<file path="config.mk">
export PLATFORM = sky130hd
export DESIGN_NAME = rle_decoder
export DESIGN_NICKNAME = d
export VERILOG_FILES = /design/src/rtl/rle_decoder.sv
export SDC_FILE = /design/constraint.sdc
export NUM_CORES = 1
export LEC_CHECK = 0
export CORE_MARGIN = 1
export CORE_UTILIZATION = 57
export DETAILED_ROUTE_END_ITERATION = 8
export PLACE_DENSITY = 0.9
export SYNTH_ARGS = -nofsm -noshare
export SYNTH_HDL_FRONTEND = slang
export SYNTH_SLANG_ARGS = --single-unit
</file>
<file path="constraint.sdc">
create_clock -name clk -period 3 [get_ports clk]
set_input_delay 0.75 -clock clk [delete_from_list [all_inputs] [get_ports clk]]
set_output_delay 0.75 -clock clk [all_outputs]
set_load 0.03 [all_outputs]
</file>
<file path="src/rtl/rle_decoder.sv">
// ---------------------------------------------------------------------------
// rle_decoder
// Run-length decoder for EEG sample streams. (value, count) pairs are queued
// in a small pair FIFO. Each pair is expanded into 'count' copies of the
// signed sample. The sample values are passed through unchanged and are never
// used in arithmetic.
//
// Ports
//   clk           rising-edge clock
//   rst           asynchronous reset, active-high
//   in_valid      pair present on in_value/in_count
//   in_ready      decoder can accept a pair this cycle (registered, = !full)
//   in_value      signed run value (DATA_W)
//   in_count      run length (CNT_W); 0 is illegal and the pair is discarded
//   out_valid     out_sample valid
//   out_ready     downstream accepts sample this cycle
//   out_sample    signed decoded sample (DATA_W)
//   out_last      out_sample is the final copy of its run
//   zero_run_err  1-cycle pulse when a zero-count pair is discarded
// ---------------------------------------------------------------------------
module rle_decoder #(
  parameter int DATA_W     = 9,
  parameter int CNT_W      = 8,
  parameter int FIFO_DEPTH = 4
) (
  input  logic              clk,
  input  logic              rst,
  input  logic              in_valid,
  output logic              in_ready,
  input  logic [DATA_W-1:0] in_value,
  input  logic [CNT_W-1:0]  in_count,
  output logic              out_valid,
  input  logic              out_ready,
  output logic [DATA_W-1:0] out_sample,
  output logic              out_last,
  output logic              zero_run_err
);

  localparam int PTR_W = $clog2(FIFO_DEPTH);
  localparam logic [PTR_W:0]   PTR_ONE  = {{PTR_W{1'b0}}, 1'b1};
  localparam logic [CNT_W-1:0] CNT_ZERO = {CNT_W{1'b0}};
  localparam logic [CNT_W-1:0] CNT_ONE  = {{(CNT_W-1){1'b0}}, 1'b1};
  localparam logic [CNT_W-1:0] CNT_TWO  = {{(CNT_W-2){1'b0}}, 2'b10};

  typedef enum logic [0:0] {
    IDLE = 1'b0,
    RUN  = 1'b1
  } state_t;

  // The pointers carry one extra wrap bit. The queue is full when the wrap
  // bits differ and the index bits match.
  function automatic logic ptr_full(input logic [PTR_W:0] wr, input logic [PTR_W:0] rd);
    return (wr[PTR_W] != rd[PTR_W]) && (wr[PTR_W-1:0] == rd[PTR_W-1:0]);
  endfunction

  logic [DATA_W-1:0] fifo_value_r [FIFO_DEPTH];
  logic [CNT_W-1:0]  fifo_count_r [FIFO_DEPTH];
  logic [PTR_W:0]    wr_ptr_r;
  logic [PTR_W:0]    rd_ptr_r;
  logic [PTR_W:0]    wr_ptr_n_s;
  logic [PTR_W:0]    rd_ptr_n_s;
  logic              in_ready_r;

  state_t            state_r;
  logic [CNT_W-1:0]  remaining_r;
  logic [DATA_W-1:0] sample_r;
  logic              out_valid_r;
  logic              out_last_r;
  logic              zero_err_r;

  logic              empty_s;
  logic              push_s;
  logic              pop_s;
  logic              fire_s;
  logic              head_zero_s;
  logic [DATA_W-1:0] head_value_s;
  logic [CNT_W-1:0]  head_count_s;

  // FIFO status, handshakes and pop decision for the current cycle
  always_comb begin
    empty_s      = (wr_ptr_r == rd_ptr_r);
    head_value_s = fifo_value_r[rd_ptr_r[PTR_W-1:0]];
    head_count_s = fifo_count_r[rd_ptr_r[PTR_W-1:0]];
    head_zero_s  = (head_count_s == CNT_ZERO);
    // in_ready_r is registered, so a same-cycle pop never opens a full queue
    push_s       = in_valid && in_ready_r;
    fire_s       = out_valid_r && out_ready;
    pop_s        = 1'b0;
    case (state_r)
      IDLE: pop_s = !empty_s;
      // Chain the next run onto the last copy without a bubble. A zero-count
      // head is left in place and is discarded from IDLE.
      RUN: begin
        if (fire_s && (remaining_r == CNT_ONE) && !empty_s && !head_zero_s) begin
          pop_s = 1'b1;
        end else begin
          pop_s = 1'b0;
        end
      end
      default: pop_s = 1'b0;
    endcase
    wr_ptr_n_s = push_s ? (wr_ptr_r + PTR_ONE) : wr_ptr_r;
    rd_ptr_n_s = pop_s  ? (rd_ptr_r + PTR_ONE) : rd_ptr_r;
  end

  // Pair storage; contents are don't-care until written
  always_ff @(posedge clk) begin
    if (push_s) begin
      fifo_value_r[wr_ptr_r[PTR_W-1:0]] <= in_value;
      fifo_count_r[wr_ptr_r[PTR_W-1:0]] <= in_count;
    end
  end

  // Pointer update and registered ready derived from next occupancy
  always_ff @(posedge clk or posedge rst) begin
    if (rst) begin
      wr_ptr_r   <= {(PTR_W+1){1'b0}};
      rd_ptr_r   <= {(PTR_W+1){1'b0}};
      in_ready_r <= 1'b1;
    end else begin
      wr_ptr_r   <= wr_ptr_n_s;
      rd_ptr_r   <= rd_ptr_n_s;
      in_ready_r <= !ptr_full(wr_ptr_n_s, rd_ptr_n_s);
    end
  end

  // Expansion FSM with registered sample-side outputs
  always_ff @(posedge clk or posedge rst) begin
    if (rst) begin
      state_r     <= IDLE;
      remaining_r <= CNT_ZERO;
      sample_r    <= {DATA_W{1'b0}};
      out_valid_r <= 1'b0;
      out_last_r  <= 1'b0;
      zero_err_r  <= 1'b0;
    end else begin
      zero_err_r <= 1'b0;
      case (state_r)
        IDLE: begin
          if (!empty_s) begin
            if (head_zero_s) begin
              zero_err_r <= 1'b1;
            end else begin
              sample_r    <= head_value_s;
              remaining_r <= head_count_s;
              out_valid_r <= 1'b1;
              out_last_r  <= (head_count_s == CNT_ONE);
              state_r     <= RUN;
            end
          end
        end
        RUN: begin
          if (fire_s) begin
            if (remaining_r == CNT_ONE) begin
              if (pop_s) begin
                sample_r    <= head_value_s;
                remaining_r <= head_count_s;
                out_last_r  <= (head_count_s == CNT_ONE);
              end else begin
                remaining_r <= CNT_ZERO;
                out_valid_r <= 1'b0;
                out_last_r  <= 1'b0;
                state_r     <= IDLE;
              end
            end else begin
              remaining_r <= remaining_r - CNT_ONE;
              out_last_r  <= (remaining_r == CNT_TWO);
            end
          end
        end
        default: begin
          state_r     <= IDLE;
          out_valid_r <= 1'b0;
          out_last_r  <= 1'b0;
        end
      endcase
    end
  end

  assign in_ready     = in_ready_r;
  assign out_valid    = out_valid_r;
  assign out_sample   = sample_r;
  assign out_last     = out_last_r;
  assign zero_run_err = zero_err_r;

endmodule

</file>
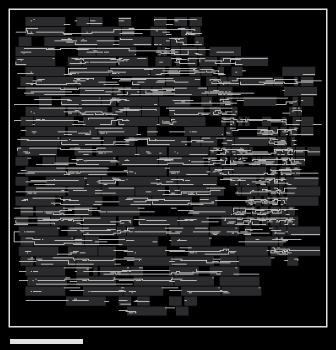
*The metal 1 layer, run 1*
Bar = 20 um. Cells faint in the background.
main direction: horizontal
nets with wire on the layer: 290

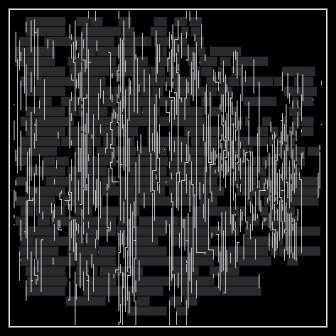
*Met2 routing, run 1*
Cells faint in the background.
longest straight run: 57.5 um
main direction: vertical

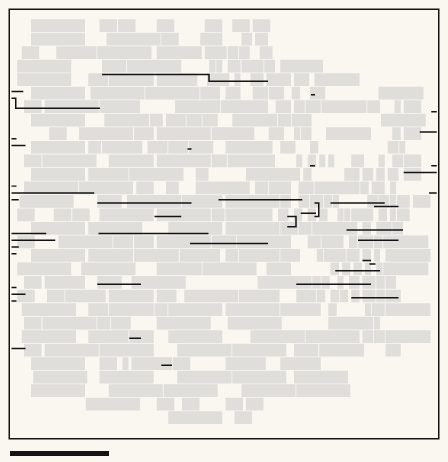
*Signal wires on met3, run 1*
Bar = 20 um. Cells faint in the background.
nets with wire on the layer: 36
share of all routed wire: 4.1%
longest straight run: 21.8 um
main direction: horizontal
wire length on this layer: 286 um
Vias: 2246
GR Layer Usage met3: 0.05390
routed wire length: 6.960 mm

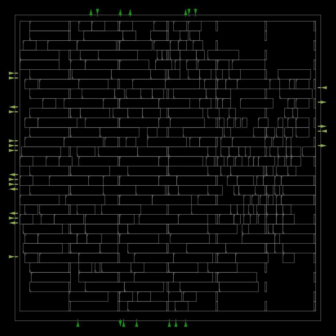
*Cell outlines without signal wires, run 1*
Seq/total area: 0.5769
Seq cells: 96
Rows: 30
core footprint: 6794 um^2

==> metrics.csv, run 1 <==
metric;value;unit
Main synth FF type;edfxtp_1;
Post-Syn Nets;270;
Sink Count;96;
clock network area share;0.04284;
hold wc startpoint;rd_ptr_r[2];
P_clk;854;uW
Comb/total area;0.2557;
combinational logic power;1440;uW
CTS tree;yes;
I/O pins;34;
worst min-delay path class;reg -> reg;
cell area after layout;4761;um^2
Non-clock buffers, area share;0.09461;
most common logic cells in the final layout;edfxtp_1, clkdlybuf4s50_1, dfrtp_1, mux4_2, buf_4;
synth warn;0;
Floorplan Utilization;0.5932;
Resized Gates After CTS;0;
placed cell area;4551;um^2
Unique cell types;43;
Antenna diodes;0;
number of enable flip-flop cells;68;
Setup WS post-layout;0.1260;ns
wire per inst;17.71;um
top power group;registers;
Pwr Total;4246;uW
Post-synth top cells;edfxtp_1, dfrtp_1, mux4_2;
share of layout cells above drive strength 1;0.2155;
nets@finish;321;
Sw Ratio;0.3230;
Top non-seq family;multiplexers;
post-layout util;0.7007;
dpl hpwl;4.787;mm
cells in synth_stat.txt;241;
Root Buffer;clkbuf_8;
first-pass GRT wire length;11.28;mm
VDD IR-drop max;0.4421;mV
pin count of the biggest net entering global routing;18;
initial antenna violation count;0;
Pins Over Slew Limit;0;
GPL Wtd Cong;0.8194;
DRT met1 WL;3.021;mm
CP Cell Sequence;buf_4 -> mux4_2 -> or4_1 -> o2111a_1 -> a211o_1 -> xor2_1 -> or3b_1;
Mapped Cells;241;
fmax;347.9;MHz
Via density;5.715;
Buf/Inv on CP;1;
sequential share of power;0.459;
DRT iter0 DRCs;145;
total CTS buffers;9;
status;finished, final reports clean;
Commonest Layout Cell;edfxtp_1;
Non-Filler Instances;393;
OpenROAD warnings;31;
final cycle utilization of the critical path;0.9580;
Signal inverters;6;
#FFs+latches synth;96;
P_seq;1950;uW
I/O Buffers;33;
worst r2r dst;in_ready;
Insertion Delay late pin;0.36;ns
P_leak;0.001736;uW
total track usage;0.2107;
## Run 2: what changed since run 1
--- a/config.mk
+++ b/config.mk
@@ -7,6 +7,7 @@
 export LEC_CHECK = 0
 export CORE_MARGIN = 1
 export CORE_UTILIZATION = 57
+export CTS_CLUSTER_SIZE = 28
 export DETAILED_ROUTE_END_ITERATION = 8
 export PLACE_DENSITY = 0.9
 export SYNTH_ARGS = -nofsm -noshare
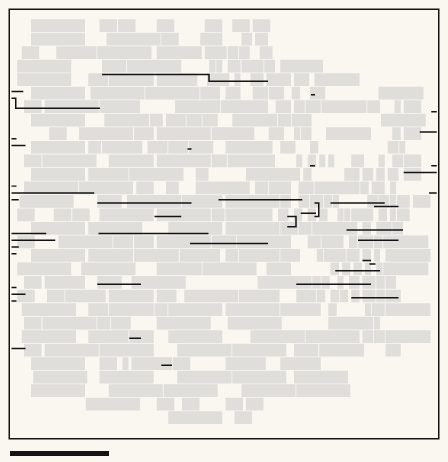
*Signal wires on met3, run 2*
Bar = 20 um. Cells faint in the background.
longest straight run: 21.8 um
nets with wire on the layer: 36
wire length on this layer: 286 um
main direction: horizontal
share of all routed wire: 4.1%

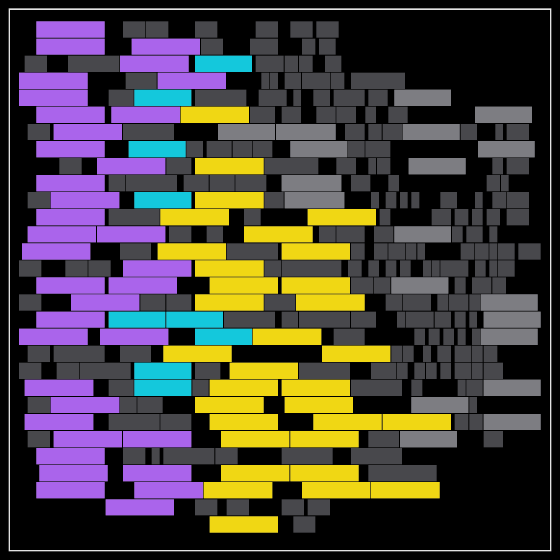
*Sequential cells coloured by netlist name, run 2*
[yellow] fifo_count_r | placed flops: 32
[cyan] out_sample | placed flops: 9
[purple] fifo_value_r | placed flops: 36 | where: a column on the left
not coloured: 19

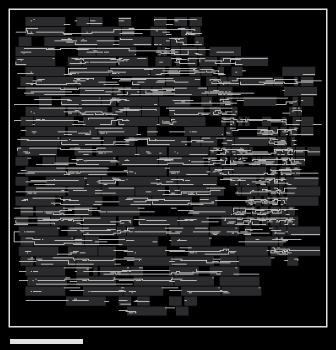
*The metal 1 layer, run 2*
Bar = 20 um. Cells faint in the background.
main direction: horizontal
wire length on this layer: 3020 um
longest straight run: 26.2 um
nets with wire on the layer: 290
GRT met1 Usage: 0.2680

==> metrics.csv, run 2 <==
metric;value;unit;change
Non-Filler Instances;393;;unchanged
status;finished, final reports clean;;
layout clock buffer count;10;;
Commonest Layout Cell;edfxtp_1;;
sequential area share after synthesis;0.6808;;
Pins Over Slew Limit;0;;unchanged
P_clk;854;uW;about the same
Resized Gates After CTS;0;;unchanged
most common logic cells in the final layout;edfxtp_1, clkdlybuf4s50_1, dfrtp_1, mux4_2, buf_4;;
sequential share of power;0.459;;about the same
P_seq;1950;uW;about the same
cells in synth_stat.txt;241;;unchanged
post-layout util;0.7007;;unchanged
Filler cells;435;;
DRT met1 WL;3.021;mm;unchanged
Floorplan Utilization;0.5932;;unchanged
fmax;347.9;MHz;unchanged
die area;7411;um^2;
Root Buffer;clkbuf_8;;
total CTS buffers;9;;unchanged
Post-Syn Nets;270;;unchanged
synth warn;0;;unchanged
hold wc startpoint;rd_ptr_r[2];;
placed cell area;4551;um^2;unchanged
number of enable flip-flop cells;68;;unchanged
worst hold path cell count;1;;
Placed Cells;377;;
total track usage;0.2107;;unchanged
Yosys chip area;4030;um^2;
CP Cell Sequence;buf_4 -> mux4_2 -> or4_1 -> o2111a_1 -> a211o_1 -> xor2_1 -> or3b_1;;
Setup WS post-layout;0.1260;ns;unchanged
Seq/total area;0.5769;;unchanged
dpl hpwl;4.787;mm;unchanged
Hold EP;rd_ptr_r[2];;
Final Critical Period;2.874;ns;
first-pass GRT wire length;11.28;mm;unchanged
initial antenna violation count;0;;unchanged
Insertion Delay late pin;0.36;ns;about the same
Buf/Inv on CP;1;;unchanged
Main synth FF type;edfxtp_1;;
H-tree depth;3;;
wire per inst;17.71;um;unchanged
I/O Buffers;33;;unchanged
Arr. time, crit path;3.16;ns;
CTS tree;yes;;
GR Layer Usage met3;0.05390;;unchanged
share of layout cells above drive strength 1;0.2155;;unchanged
simple-gate share of the synthesized area;0.06427;;
worst r2r dst;in_ready;;
#FFs+latches synth;96;;unchanged
routed wire length;6.960;mm;unchanged
combinational logic power;1440;uW;about the same
Non-clock buffers, area share;0.09461;;unchanged
crit-path max cell delay;0.63;ns;
nets@finish;321;;unchanged
Mapped Cells;241;;unchanged
DRT iter0 DRCs;145;;unchanged
Unique cell types;43;;unchanged
combinational power share;0.340;;
Sw Ratio;0.3230;;unchanged
pin count of the biggest net entering global routing;18;;unchanged
Post-synth top cells;edfxtp_1, dfrtp_1, mux4_2;;
metal3 WL;285;um;
core footprint;6794;um^2;unchanged
Pwr Total;4246;uW;unchanged
VDD IR-drop max;0.4421;mV;unchanged
Seq cells;96;;unchanged
Signal inverters;6;;unchanged
Via density;5.715;;unchanged
I/O pins;34;;unchanged
top power group;registers;;
Comb/total area;0.2557;;unchanged
worst hold slack;0.5209;ns;
OpenROAD warnings;31;;unchanged
P_leak;0.001736;uW;unchanged
Rows;30;;unchanged
cell area after layout;4761;um^2;unchanged
GPL Wtd Cong;0.8194;;unchanged
final cycle utilization of the critical path;0.9580;;unchanged
Top non-seq family;multiplexers;;
Vias;2246;;unchanged
Sink Count;96;;unchanged
Antenna diodes;0;;unchanged
DRT Pass-1 Iters;4;;
most frequent cell after synthesis;edfxtp_1;;
## Run 3: what changed since run 2
--- a/config.mk
+++ b/config.mk
@@ -7,6 +7,7 @@
 export LEC_CHECK = 0
 export CORE_MARGIN = 1
 export CORE_UTILIZATION = 57
+export CTS_CLUSTER_DIAMETER = 200
 export CTS_CLUSTER_SIZE = 28
 export DETAILED_ROUTE_END_ITERATION = 8
 export PLACE_DENSITY = 0.9
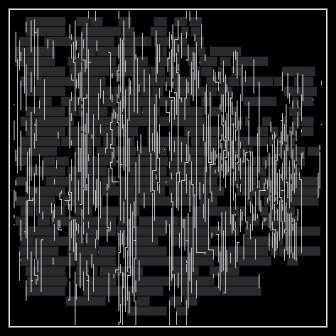
*Met2 routing, run 3*
Cells faint in the background.
main direction: vertical
share of all routed wire: 51%
wire length on this layer: 3570 um
longest straight run: 57.5 um

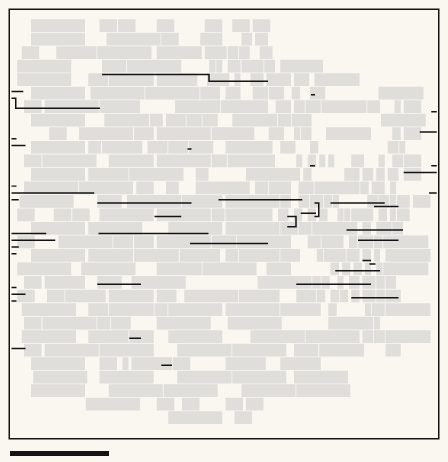
*Signal wires on met3, run 3*
Bar = 20 um. Cells faint in the background.
share of all routed wire: 4.1%
longest straight run: 21.8 um
main direction: horizontal

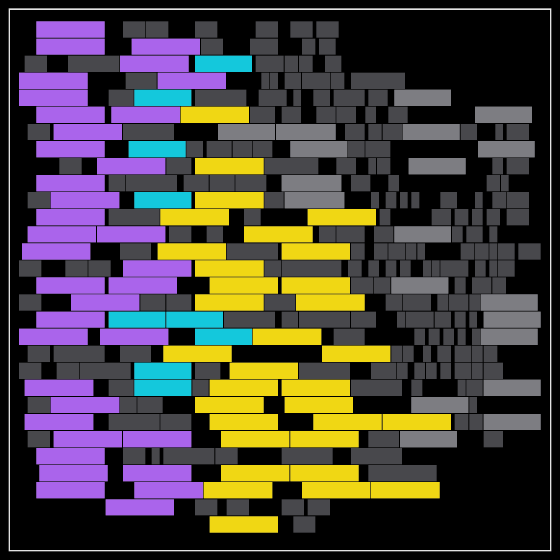
*Sequential cells coloured by netlist name, run 3*
sequential cell area: 2746 um^2
P_seq: 1950 uW
post-layout util: 0.7007

==> metrics.csv, run 3 <==
metric;value;unit;change
sequential share of power;0.459;;about the same
Arr. time, crit path;3.16;ns;about the same
Insertion Delay late pin;0.36;ns;about the same
Post-CTS Setup Inserts;0;;
Top non-seq family;multiplexers;;
clock network area share;0.04284;;
combinational logic power;1440;uW;about the same
worst hold slack;0.5209;ns;unchanged
cell area after layout;4761;um^2;unchanged
I/O pins;34;;unchanged
final cycle utilization of the critical path;0.9580;;unchanged
die area;7411;um^2;unchanged
GPL Wtd Cong;0.8194;;unchanged
Sw Ratio;0.3230;;unchanged
most common logic cells in the final layout;edfxtp_1, clkdlybuf4s50_1, dfrtp_1, mux4_2, buf_4;;
PwrDens;892.0;nW/um^2;
status;finished, final reports clean;;
Pwr Total;4246;uW;unchanged
routed wire length;6.960;mm;unchanged
CTS tree;yes;;
crit-path max cell delay;0.63;ns;about the same
Non-clock buffers, area share;0.09461;;unchanged
nets@finish;321;;unchanged
wire per inst;17.71;um;unchanged
first-pass GRT wire length;11.28;mm;unchanged
dpl hpwl;4.787;mm;unchanged
DRT met1 WL;3.021;mm;unchanged
P&R area growth vs syn;18.13;%;
Floorplan Utilization;0.5932;;unchanged
Antenna diodes;0;;unchanged
CP Cell Sequence;buf_4 -> mux4_2 -> or4_1 -> o2111a_1 -> a211o_1 -> xor2_1 -> or3b_1;;
Hold EP;rd_ptr_r[2];;
GRT met1 Usage;0.2680;;unchanged
Root Buffer;clkbuf_8;;
Seq cells;96;;unchanged
Seq/total area;0.5769;;unchanged
initial antenna violation count;0;;unchanged
layout clock buffer count;10;;unchanged
#FFs+latches synth;96;;unchanged
Filler cells;435;;unchanged
total CTS buffers;9;;unchanged
DRT Pass-1 Iters;4;;unchanged
Via density;5.715;;unchanged
Vias;2246;;unchanged
Signal inverters;6;;unchanged
clock tree buffer depth;2;;
DRT iter0 DRCs;145;;unchanged
Post-synth top cells;edfxtp_1, dfrtp_1, mux4_2;;
Setup WS post-layout;0.1260;ns;unchanged
synth warn;0;;unchanged
Mapped Cells;241;;unchanged
pin count of the biggest net entering global routing;18;;unchanged
cells in synth_stat.txt;241;;unchanged
Yosys chip area;4030;um^2;unchanged
combinational power share;0.340;;about the same
hold wc startpoint;rd_ptr_r[2];;
fmax;347.9;MHz;unchanged
Commonest Layout Cell;edfxtp_1;;
Sink Count;96;;unchanged
Resized Gates After CTS;0;;unchanged
total track usage;0.2107;;unchanged
P_clk;854;uW;about the same
worst hold path cell count;1;;unchanged
most frequent cell after synthesis;edfxtp_1;;
VDD IR-drop max;0.4421;mV;unchanged
P_leak;0.001736;uW;unchanged
sequential area share after synthesis;0.6808;;unchanged
worst r2r dst;in_ready;;
Non-Filler Instances;393;;unchanged
Comb/total area;0.2557;;unchanged
Rows;30;;unchanged
Pins Over Slew Limit;0;;unchanged
Buf/Inv on CP;1;;unchanged
Hold Fails Final Rpt;0;;
H-tree depth;3;;unchanged
OpenROAD warnings;31;;unchanged
Placed Cells;377;;unchanged
largest class;sequential cells;;
metal3 WL;285;um;unchanged
share of layout cells above drive strength 1;0.2155;;unchanged
Post-Syn Nets;270;;unchanged
placed cell area;4551;um^2;unchanged
No activity file was given, so power comes from the tool's default toggle rates.
